Fig. 1: metal 1
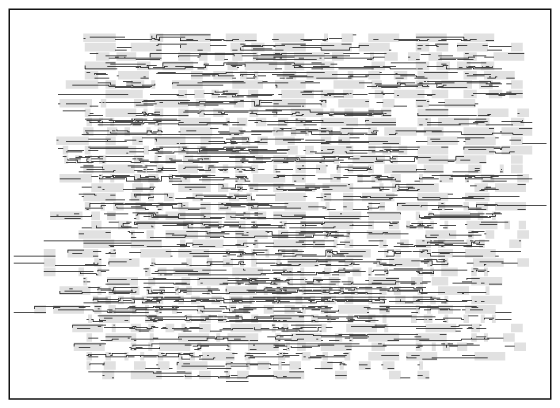
Fig. 2: met2 routing
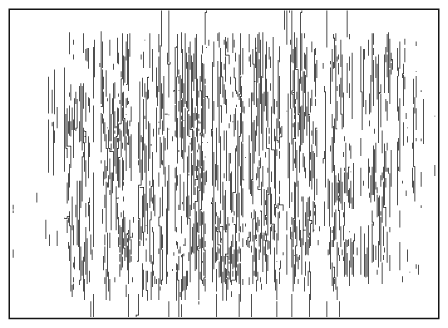
Fig. 3: metal 4
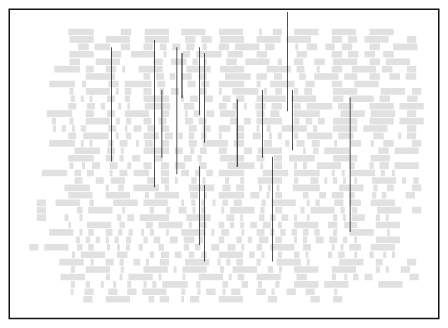
Design gmac_rx_fcs_check, sky130hd; sources not shown.
==> results.sh <==
# source this file to load flow results
export IMPL_syn_area_per_cell_um2=10.6
export IMPL_htreeDepth=4
export IMPL_cts_tree="built"
export IMPL_synth_area_mm2=0.00589
export IMPL_power_density_mw_per_mm2=812
export IMPL_xor_area_share_pct=14.3
export IMPL_rows=37
export IMPL_clk_pin_slew_ns=0.06
export IMPL_p_leak_nw=2.90
export IMPL_setup_violations=0
export IMPL_status="finished clean"
export IMPL_ys_cells=553
export IMPL_cp_max_fo=6
export IMPL_synth_flops=116
export IMPL_synth_seq_share_pct=50.0
export IMPL_yosys_warnings=0
export IMPL_final_util_pct=48.9
export IMPL_worst_ep_arrival_time_ns=3.84
export IMPL_core_area_mm2=0.0148
export IMPL_synth_cells=553
export IMPL_routedWlPerCell_um=22.9
export IMPL_io_pins=45
export IMPL_rsz0062_at_grt="no"
export IMPL_cap_viol_max_count=0
export IMPL_die_h_um=113
export IMPL_synth_cell_types=54
export IMPL_synth_mux_area_fraction_pct=8.21
export IMPL_antenna_found_initial=0
export IMPL_tns_ns=0
export IMPL_fin_crit_sh_pct=85.8
export IMPL_logic_area_mm2=0.00278
export IMPL_drt_iter0_markers=183
export IMPL_drc=0
export IMPL_criticalPathCategory="input port to register"
export IMPL_cpLargestDelayFamily="AND-OR/OR-AND gates"
export IMPL_synth_main_ff_cell="dfrtp_1"
export IMPL_drtPass1Iterations=4
export IMPL_post_cts_buffers=0
export IMPL_largest_area_cell="dfrtp_1"
export IMPL_die_w_um=157
export IMPL_ir_drop_v=0.000324
## Picture notes: Fig. 1
longest straight run	60.3 um
share of all routed wire	45%
main direction	horizontal
wire length on this layer	8310 um
met1 Usage GRT: 29.0%
via count: 4562
WL final: 18600 um

## Picture notes: Fig. 2
nets with wire on the layer	592
share of all routed wire	47%
wire length on this layer	8810 um
met2 Usage GRT: 36.5%

## Picture notes: Fig. 3
wire length on this layer	490 um
main direction	vertical

## per-layer routing
layer	global-route usage (%)	up-vias	share of wire (%)
met5	0	-	0
met4	8.84	0	2.6
met3	5.16	35	5.5
met2	36.5	107	47
met1	29.0	2395	45
li1	-	2025	-
## per-stage QoR
step           hold slack, ns  power (mW)  area (um^2)  cells
6_report                0.419        5.87         7230    813
5_1_grt                 0.460        6.16         7230    813
4_1_cts                 0.403        5.90         7230    813
3_5_place_dp            0.416        4.16         6600    781
3_3_place_gp            0.406        4.02         6600    781
2_1_floorplan           0.413        3.41         5890    553
## logic make-up after synthesis
family | count (synthesis)
AND/OR/NAND/NOR | 153
XOR/XNOR | 83
buffers and inverters | 44
multiplexers | 43
AND-OR/OR-AND | 110
flip-flops | 116
adder cells (fa/ha/maj) | 4
## report_power, final
group / leakage (nW) / switching, mW / internal (mW) / total [mW]
logic: 1.21 / 1.54 / 1.08 / 2.61
registers: 1.41 / 0.222 / 1.47 / 1.69
clock network: 0.291 / 0.554 / 1.01 / 1.56
total: 2.90 / 2.31 / 3.56 / 5.87
## layout make-up
cell class / count / share of cell area (%)
Multi-Input combinational cell: 393 / 38.4
Clock buffer: 21 / 6.56
Inverter: 16 / 0.866
Timing Repair Buffer: 61 / 7.97
Clock inverter: 11 / 2.08
Tap cell: 195 / 3.38
Sequential cell: 116 / 40.7
## placed cells by master (no fill, tap or decap), drive strengths merged, types with 21 or more instances in the layout
cell,n
a21oi,38
clkbuf,21
clkdlybuf4s50,43
mux2,42
dfstp,32
nor2,40
xor2,26
o21ai,25
nand2,52
xnor2,57
dfrtp,84
No activity file was given, so power comes from the tool's default toggle rates.
